Figure 1. Where the registers sit.
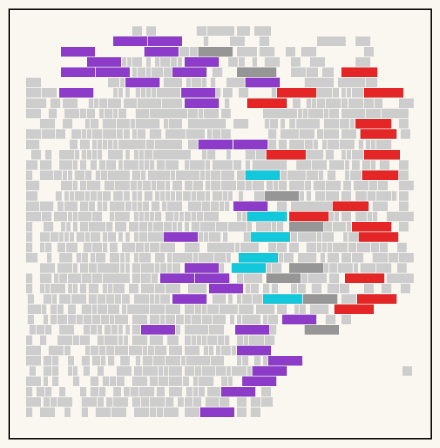
Figure 2. Ports around the boundary.
Pins as bars across the die edge, other pins in grey.
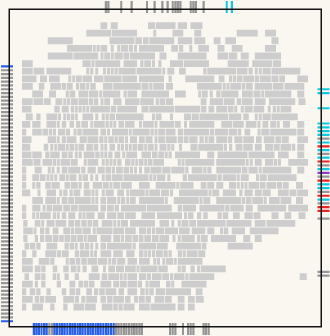
Figure 3. Signal wires by layer.
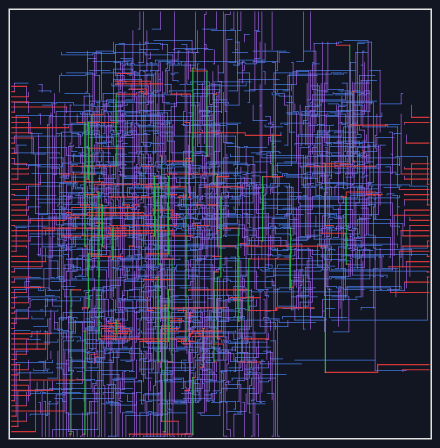
Figure 4. Gate families picked out.
Bar = 20 µm.
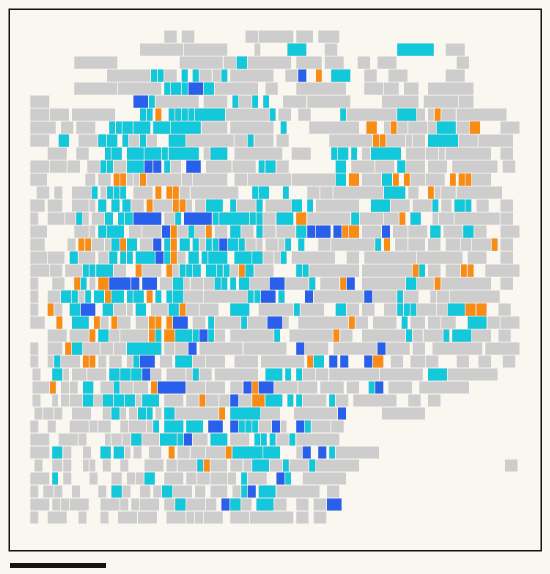
==> config.mk <==
export PLATFORM = sky130hd
export DESIGN_NAME = fp_mult_exc_pipe_flat
export DESIGN_NICKNAME = d
export VERILOG_FILES = /design/src/rtl/fp_mult_exc_pipe_if.sv /design/src/rtl/fp_mult_exc_pipe.sv /design/src/flat_wrapper.sv
export SDC_FILE = /design/constraint.sdc
export NUM_CORES = 1
export LEC_CHECK = 0
export ABC_AREA = 1
export CORE_AREA = 4 4 107 109
export CTS_CLUSTER_SIZE = 30
export DETAILED_ROUTE_END_ITERATION = 7
export DIE_AREA = 0 0 111 113
export GPL_ROUTABILITY_DRIVEN = 0
export GPL_TIMING_DRIVEN = 0
export PLACE_DENSITY = 0.85
export SETUP_SLACK_MARGIN = 0.1
export SKIP_LAST_GASP = 1
export SYNTH_ARGS = -nofsm -noshare
export SYNTH_HDL_FRONTEND = slang
export SYNTH_SLANG_ARGS = --single-unit
==> constraint.sdc <==
create_clock -name clk -period 1.6 [get_ports clk]
set_input_delay 0.4 -clock clk [delete_from_list [all_inputs] [get_ports clk]]
set_output_delay 0.4 -clock clk [all_outputs]
set_load 0.1 [all_outputs]
==> out/metrics.csv <==
metric,value,unit
grt-busiest-layer,met2,
placed_area,6300,µm²
fin_skew,0.0101,ns
buffers_excl_clock,277,
ys_area,4090,µm²
clock-sinks,62,
yosys.area_share.aoi,0.0765,
maxSlewHeadroom,0.475,
nWellTaps,140,
violations,negative setup slack,
status,"complete, but fails checks",
synth.largest_area_cell,dfrtp_1,
ys_cells,609,
placementRows,38,
async_reset_ff_frac,1.00,
htree_levels,3,
cts_resized,807,
setup_viol,27,
pg_clk,1.44,mW
routed.top_layer,met4,
clock_latency,0.34,ns
fin_ws,-0.208,ns
period_minus_slack,1.81,ns
drt-total-wl,18200,µm
n_all_inverters,78,
combinationalPowerShare,0.477,
About Figure 1:
- purple: `u_core.bus.z` (sequential cells 32)
- red: `u_core.exc_count` (sequential cells 16)
- cyan: `u_core.flags_reg` (sequential cells 6; where middle)
- not coloured: 8
final core utilization: 0.728
sequential portion of the cell area: 0.209
Seq. pwr: 1.88 mW
register area: 1620 µm²

About Figure 2:
- purple: `sticky_clr` (pins 1; direction input; edge right)
- blue: `bus_a` (pins 32; direction input; edge 30 bottom, 2 left)
- cyan: `exc_count` (pins 16; direction output; edge 14 right, 2 top)
- red: `sticky_flags` (pins 6; direction output; edge right)
- all pins by edge: 68 left, 53 bottom, 30 right, 18 top
Die Y: 113 µm
Die X: 111 µm
port bufs: 168

About Figure 3:
- blue: met1 (wire length 6560 µm)
- red: met3 (wire length 1290 µm)
- purple: met2 (wire length 9390 µm)
- green: met4 (wire length 970 µm)
Global Route Usage Sum: 0.249
Routed wire per std cell: 17.8 µm

About Figure 4:
- blue: inverting AOI/OAI gates (cells 53; most used o21ai_1)
- orange: inverters (cells 78; most used inv_1)
- cyan: NAND gates (cells 256; most used nand2_1)
Post-Layout Cell Count: 1023
most numerous logic cell after layout: nand2_1
Comb area share: 0.386

-- per-stage QoR --
stage               setup TNS (ns)  setup WS, ns  hold WS [ns]
global route                 -4.28        -0.268         0.204
finish                       -2.12        -0.208         0.139
CTS                         -0.881        -0.122         0.176
detailed placement          -54.04         -1.01         0.464
floorplan                    -2.27        -0.263         0.104
global placement           -178.82         -2.35         0.464
-- critical path: stages --
cell and delay [ns]:
buf_6 0.09, nor2_4 0.09, nand2_2 0.08, nor2_4 0.13, nand4_1 0.21, o21ai_4 0.14, buf_4 0.14, buf_6 0.11
nor2_2 0.05, nor2_2 0.13, nand2_1 0.08, nor2_1 0.13, nand2_1 0.10, nor2_1 0.11, nand2_1 0.06, nand2_1 0.05
Power is estimated from default activity; no workload was simulated.
